===== config.mk =====
export PLATFORM = sky130hd
export DESIGN_NAME = router_port
export DESIGN_NICKNAME = d
export VERILOG_FILES = /design/src/rtl/router_port.sv
export SDC_FILE = /design/constraint.sdc
export NUM_CORES = 1
export LEC_CHECK = 0
export CAP_MARGIN = 20
export CORE_MARGIN = 2
export CORE_UTILIZATION = 62
export DETAILED_ROUTE_END_ITERATION = 12
export GPL_TIMING_DRIVEN = 1
export PLACE_DENSITY = 0.83
export SLEW_MARGIN = 20
export SYNTH_ARGS = -nofsm -noshare
export SYNTH_HDL_FRONTEND = slang
export SYNTH_SLANG_ARGS = --single-unit
export TNS_END_PERCENT = 1

===== constraint.sdc =====
create_clock -name clock -period 6.07 [get_ports clock]
set_input_delay 0.607 -clock clock [delete_from_list [all_inputs] [get_ports clock]]
set_output_delay 0.607 -clock clock [all_outputs]
set_load 0.02 [all_outputs]

===== src/rtl/router_port.sv =====
// router_port: router-side endpoint of the node<->router byte link; reassembles RX packets and serializes TX packets.
// Optional destination check is enabled by defining ROUTER_PORT_DEST_CHECK_EN.
module router_port #(
    parameter int unsigned PORTID    = 0,
    parameter int unsigned DEPTH     = 4,
    parameter int unsigned NUM_NODES = 6
) (
    input  logic        clock,
    input  logic        reset,
    input  logic        put_in,
    input  logic [7:0]  payload_in,
    output logic        free_in,
    output logic        put_out,
    output logic [7:0]  payload_out,
    input  logic        free_out,
    output logic [31:0] rx_pkt,
    output logic        rx_pkt_valid,
    input  logic        rx_pkt_ready,
    input  logic [31:0] tx_pkt,
    input  logic        tx_pkt_valid,
    output logic        tx_pkt_ready,
    output logic        dest_err
);

    localparam int unsigned PKT_W   = 32;
    localparam int unsigned BYTE_W  = 8;
    localparam int unsigned SHIFT_W = PKT_W - BYTE_W;
    localparam int unsigned PTR_W   = $clog2(DEPTH);
    localparam int unsigned CNT_W   = PTR_W + 1;

    // Elaboration-time sanity checks on the configuration.
    if (DEPTH < 2 || (DEPTH & (DEPTH - 1)) != 0) begin : g_bad_depth
        $error("router_port: DEPTH must be a power of 2 and at least 2");
    end
    if (PORTID > 15 || NUM_NODES > 16) begin : g_bad_ids
        $error("router_port: PORTID and NUM_NODES must fit the 4-bit dest field");
    end

    typedef enum logic [1:0] {
        RX_IDLE,
        RX_R1,
        RX_R2,
        RX_R3
    } rx_state_e;

    typedef enum logic [2:0] {
        TX_IDLE,
        TX_S0,
        TX_S1,
        TX_S2,
        TX_S3
    } tx_state_e;

    // RX path state
    rx_state_e          rx_state_q, rx_state_d;
    logic [SHIFT_W-1:0] rx_shift_q, rx_shift_d;
    logic               free_in_q, free_in_d;
    logic               dest_err_q, dest_err_d;
    logic [PKT_W-1:0]   rx_mem_q [DEPTH];
    logic [PKT_W-1:0]   rx_mem_d [DEPTH];
    logic [PTR_W-1:0]   rx_wr_ptr_q, rx_wr_ptr_d;
    logic [PTR_W-1:0]   rx_rd_ptr_q, rx_rd_ptr_d;
    logic [CNT_W-1:0]   rx_count_q, rx_count_d;

    // TX path state
    tx_state_e          tx_state_q, tx_state_d;
    logic [SHIFT_W-1:0] tx_shift_q, tx_shift_d;
    logic               put_out_q, put_out_d;
    logic [BYTE_W-1:0]  payload_out_q, payload_out_d;
    logic [PKT_W-1:0]   tx_mem_q [DEPTH];
    logic [PKT_W-1:0]   tx_mem_d [DEPTH];
    logic [PTR_W-1:0]   tx_wr_ptr_q, tx_wr_ptr_d;
    logic [PTR_W-1:0]   tx_rd_ptr_q, tx_rd_ptr_d;
    logic [CNT_W-1:0]   tx_count_q, tx_count_d;

    logic [PKT_W-1:0]   rx_word_c;
    logic               rx_done_c;
    logic               rx_push_c;
    logic               rx_pop_c;
    logic               tx_full_c;
    logic               tx_push_c;
    logic               tx_pop_c;
    logic [PKT_W-1:0]   tx_head_c;

    assign rx_word_c    = {rx_shift_q, payload_in};
    assign rx_done_c    = (rx_state_q == RX_R3) && put_in;
    assign rx_pkt       = rx_mem_q[rx_rd_ptr_q];
    assign rx_pkt_valid = (rx_count_q != '0);
    assign rx_pop_c     = rx_pkt_valid && rx_pkt_ready;

    assign tx_full_c    = (tx_count_q == CNT_W'(DEPTH));
    assign tx_pkt_ready = !tx_full_c;
    assign tx_push_c    = tx_pkt_valid && tx_pkt_ready;
    assign tx_head_c    = tx_mem_q[tx_rd_ptr_q];
    assign tx_pop_c     = (tx_state_q == TX_IDLE) && (tx_count_q != '0) && free_out;

`ifdef ROUTER_PORT_DEST_CHECK_EN
    logic dest_bad_c;
    // Packets addressed to a non-existent node or back to this port are dropped.
    assign dest_bad_c = (32'(rx_word_c[27:24]) >= NUM_NODES) ||
                        (32'(rx_word_c[27:24]) == PORTID);
    assign rx_push_c  = rx_done_c && !dest_bad_c;
    assign dest_err_d = rx_done_c && dest_bad_c;
`else
    assign rx_push_c  = rx_done_c;
    assign dest_err_d = 1'b0;
`endif

    // RX byte reassembly FSM, MSB first.
    always_comb begin
        rx_state_d = rx_state_q;
        rx_shift_d = rx_shift_q;
        case (rx_state_q)
            RX_IDLE: begin
                if (put_in && free_in_q) begin
                    rx_shift_d[23:16] = payload_in;
                    rx_state_d        = RX_R1;
                end
            end
            RX_R1: begin
                if (put_in) begin
                    rx_shift_d[15:8] = payload_in;
                    rx_state_d       = RX_R2;
                end
            end
            RX_R2: begin
                if (put_in) begin
                    rx_shift_d[7:0] = payload_in;
                    rx_state_d      = RX_R3;
                end
            end
            RX_R3: begin
                if (put_in) begin
                    rx_state_d = RX_IDLE;
                end
            end
            default: rx_state_d = RX_IDLE;
        endcase
    end

    // RX queue bookkeeping; free_in reserves a slot before a packet may start.
    always_comb begin
        rx_mem_d    = rx_mem_q;
        rx_wr_ptr_d = rx_wr_ptr_q;
        rx_rd_ptr_d = rx_rd_ptr_q;
        rx_count_d  = rx_count_q;
        if (rx_push_c) begin
            rx_mem_d[rx_wr_ptr_q] = rx_word_c;
            rx_wr_ptr_d           = rx_wr_ptr_q + PTR_W'(1);
        end
        if (rx_pop_c) begin
            rx_rd_ptr_d = rx_rd_ptr_q + PTR_W'(1);
        end
        case ({rx_push_c, rx_pop_c})
            2'b10:   rx_count_d = rx_count_q + CNT_W'(1);
            2'b01:   rx_count_d = rx_count_q - CNT_W'(1);
            default: rx_count_d = rx_count_q;
        endcase
        free_in_d = (rx_state_d == RX_IDLE) && (rx_count_d < CNT_W'(DEPTH));
    end

    // TX queue bookkeeping; ready reflects the pre-edge occupancy only.
    always_comb begin
        tx_mem_d    = tx_mem_q;
        tx_wr_ptr_d = tx_wr_ptr_q;
        tx_rd_ptr_d = tx_rd_ptr_q;
        tx_count_d  = tx_count_q;
        if (tx_push_c) begin
            tx_mem_d[tx_wr_ptr_q] = tx_pkt;
            tx_wr_ptr_d           = tx_wr_ptr_q + PTR_W'(1);
        end
        if (tx_pop_c) begin
            tx_rd_ptr_d = tx_rd_ptr_q + PTR_W'(1);
        end
        case ({tx_push_c, tx_pop_c})
            2'b10:   tx_count_d = tx_count_q + CNT_W'(1);
            2'b01:   tx_count_d = tx_count_q - CNT_W'(1);
            default: tx_count_d = tx_count_q;
        endcase
    end

    // TX serializer FSM: Sk is the cycle in which byte (3-k) is on the link.
    always_comb begin
        tx_state_d    = tx_state_q;
        tx_shift_d    = tx_shift_q;
        put_out_d     = 1'b0;
        payload_out_d = payload_out_q;
        case (tx_state_q)
            TX_IDLE: begin
                if (tx_pop_c) begin
                    tx_shift_d    = tx_head_c[23:0];
                    put_out_d     = 1'b1;
                    payload_out_d = tx_head_c[31:24];
                    tx_state_d    = TX_S0;
                end
            end
            TX_S0: begin
                put_out_d     = 1'b1;
                payload_out_d = tx_shift_q[23:16];
                tx_state_d    = TX_S1;
            end
            TX_S1: begin
                put_out_d     = 1'b1;
                payload_out_d = tx_shift_q[15:8];
                tx_state_d    = TX_S2;
            end
            TX_S2: begin
                put_out_d     = 1'b1;
                payload_out_d = tx_shift_q[7:0];
                tx_state_d    = TX_S3;
            end
            TX_S3: begin
                tx_state_d = TX_IDLE;
            end
            default: tx_state_d = TX_IDLE;
        endcase
    end

    always_ff @(posedge clock) begin
        if (reset) begin
            rx_state_q    <= RX_IDLE;
            rx_shift_q    <= '0;
            free_in_q     <= 1'b0;
            dest_err_q    <= 1'b0;
            rx_wr_ptr_q   <= '0;
            rx_rd_ptr_q   <= '0;
            rx_count_q    <= '0;
            tx_state_q    <= TX_IDLE;
            tx_shift_q    <= '0;
            put_out_q     <= 1'b0;
            payload_out_q <= '0;
            tx_wr_ptr_q   <= '0;
            tx_rd_ptr_q   <= '0;
            tx_count_q    <= '0;
        end else begin
            rx_state_q    <= rx_state_d;
            rx_shift_q    <= rx_shift_d;
            free_in_q     <= free_in_d;
            dest_err_q    <= dest_err_d;
            rx_wr_ptr_q   <= rx_wr_ptr_d;
            rx_rd_ptr_q   <= rx_rd_ptr_d;
            rx_count_q    <= rx_count_d;
            tx_state_q    <= tx_state_d;
            tx_shift_q    <= tx_shift_d;
            put_out_q     <= put_out_d;
            payload_out_q <= payload_out_d;
            tx_wr_ptr_q   <= tx_wr_ptr_d;
            tx_rd_ptr_q   <= tx_rd_ptr_d;
            tx_count_q    <= tx_count_d;
        end
    end

    // Queue storage carries no reset; validity is tracked by the pointers.
    always_ff @(posedge clock) begin
        rx_mem_q <= rx_mem_d;
        tx_mem_q <= tx_mem_d;
    end

    assign free_in     = free_in_q;
    assign put_out     = put_out_q;
    assign payload_out = payload_out_q;
    assign dest_err    = dest_err_q;

endmodule


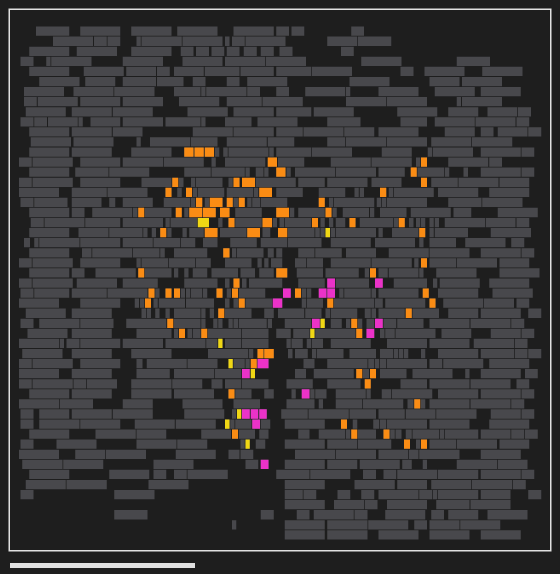
Figure 1: gate-type map.
Scale bar: 50 microns.
legend:
  orange:
    family: aoi and oai cells
    cells: 75
    most_used: a21oi_1
  magenta:
    family: and/or cells
    cells: 17
    most_used: and3_1
    where: middle
  yellow:
    family: inv cells
    cells: 10
    most_used: inv_1

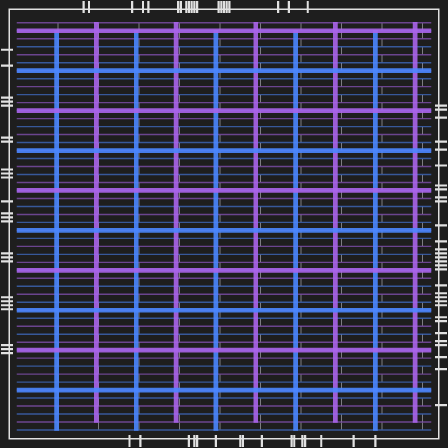
Figure 2: power grid.
Pins as bars on the die edge. Tap cells in grey.
legend:
  blue:
    net: VSS
  purple:
    net: VDD
rows: 51
tap cells: 265

==> out/results.tsv <==
metric	value	unit
status	complete, no violations	
final_core_util	74.3	%
path_max_fanout	25	
holdPathEnd	tx_shift_q[3]	
start_kind	flip-flop	
die_w	146	microns
top_cell_area_share	61.7	%
clock_skew	11.8	ps
r2r_cells	8	
rr_startpoint	tx_state_q[0]	
grt_first_pass_wirelength	37500	microns
worstSetupEndpointType	primary output	
htreeDepth	1	
yosysWarnings	0	
hpwl	14800	microns
hold_buffers	0	
synth_chip_area	12500	sq um
arrival	2740	ps
period_used_share	55.1	%
drt_first_iter_violations	635	
drv_cap	0	
place_ws	2320	ps
p_int	0.00412	W
rows	51	
grtUsageTotal	22.6	%
cts_resized	0	
drc	0	
r2r-end	tx_count_q[2]	
tightest_slew	878	ps
final.setup.tns	0	ps
fp_nets	772	
min_path_cells	2	
ys_seq_share	74.0	%
hold_path.class	reg2reg	
cp_cell_sequence	buf_4 -> mux4_2 -> clkdlybuf4s50_1	
hold_viol	0	
cts_sinks	333	
clk_pin_slew	60	ps
ios	91	
syn_area	12500	sq um
post_cts_buffers	0	
slew_headroom	41.5	%
finalMaxSlewViolations	0	
chip_area	21300	sq um
numCtsBuffers	31	
async_reset_ff_share	0	%
syn2layout_area_growth	16.8	%
synth.area.top_cells	edfxtp_1 (62%), dfxtp_1 (12%), mux4_2 (9.4%), nand2_1 (2.9%), mux4_1 (2.5%)	
p_leak	4.71	nW
ys_cells	714	
vias	6526	
clock-root-buffer	clkbuf_16	
cp_slowest_cell	mux4_2	
grt_antenna_before_repair	0	
reg2reg_slack	2900	ps
synthFlopType	edfxtp_1	
dp.cells	1040	
yosys-top-cells-count	edfxtp_1 (256), nand2_1 (95), dfxtp_1 (77)	
clock_latency	540	ps
powerDensity	375	nW/um^2
hp-start	tx_shift_q[3]	
ys_ff	333	
crit_required	5460	ps
logic_area	2980	sq um
fill_cells	1115	
## how the worst max path moves through the flow
stage / to / slack [ps] / cells after the start
global placement: tx_count_q[2] / 2420 / 10
CTS: rx_pkt[22] / 2650 / 3
detailed placement: tx_count_q[2] / 2320 / 10
global route: rx_pkt[17] / 2550 / 3
finish: rx_pkt[31] / 2720 / 3
floorplan: tx_count_q[2] / 3430 / 11
## cell type report
| class | instances | area share [%] |
|---|---|---|
| Clock inverter | 10 | 0.817 |
| Sequential cell | 333 | 63.4 |
| Clock buffer | 47 | 6.02 |
| Multi-Input combinational cell | 331 | 20.5 |
| Tap cell | 265 | 2.28 |
| Inverter | 10 | 0.292 |
| Timing Repair Buffer | 101 | 6.70 |
## state kept, by name, summed over array words and instances, names as in the netlist, 2 cells and up
signal / cells
payload_out: 8
rx_count_q: 3
rx_mem_q: 128
rx_rd_ptr_q: 2
rx_shift_q: 24
rx_state_q: 2
rx_wr_ptr_q: 2
tx_count_q: 3
tx_mem_q: 128
tx_rd_ptr_q: 2
tx_shift_q: 24
tx_state_q: 3
tx_wr_ptr_q: 2
## layer usage
metal	wire length (microns)	GRT usage (%)
met1	8710	27.6
met2	13100	42.3
met3	1310	3.48
met4	539	5.83
met5	0	0
## power by group through the flow
stage / clock [W] / combinational (W) / sequential [W]
global placement: 0 / 0.000807 / 0.00277
detailed placement: 0 / 0.000843 / 0.00279
CTS: 0.00191 / 0.000853 / 0.00275
floorplan: 0 / 0.000633 / 0.00276
finish: 0.00188 / 0.000843 / 0.00275
global route: 0.00200 / 0.000911 / 0.00276
## cell families after synthesis
family                   count (synthesis)  synth area share (%)
AND-OR/OR-AND                           77                  3.68
XOR/XNOR                                11                 0.773
adder cells (fa/ha/maj)                 12                  1.32
buffers and inverters                   50                  2.06
flip-flops                             333                  74.0
multiplexers                            73                  12.7
other                                    1                0.0301
AND/OR/NAND/NOR                        157                  5.37
## placed cells by master, fill, tap and decap left out, types with 10 or more instances in the layout
cell             synthesis  layout
edfxtp_1               256     256
nand2_1                 95      95
clkdlybuf4s50_1          0      88
dfxtp_1                 77      74
a21oi_1                 55      55
mux4_2                  52      52
clkbuf_16                0      31
nor2_1                  27      27
mux4_1                  12      12
clkbuf_1                17      12
buf_4                    2      12
ha_1                    10      10
## critical path: cells and delay by family, from the launching register on
kind	cells	cell delay, ps
buf+inv	2	1060
flops	1	520
mux	1	610
## through the flow
stage               total power, W  hold slack [ps]
floorplan                  0.00339              433
CTS                        0.00551              456
detailed placement         0.00363              447
finish                     0.00547              454
global placement           0.00358              443
global route               0.00567              470
No activity file was given, so power comes from the tool's default toggle rates.
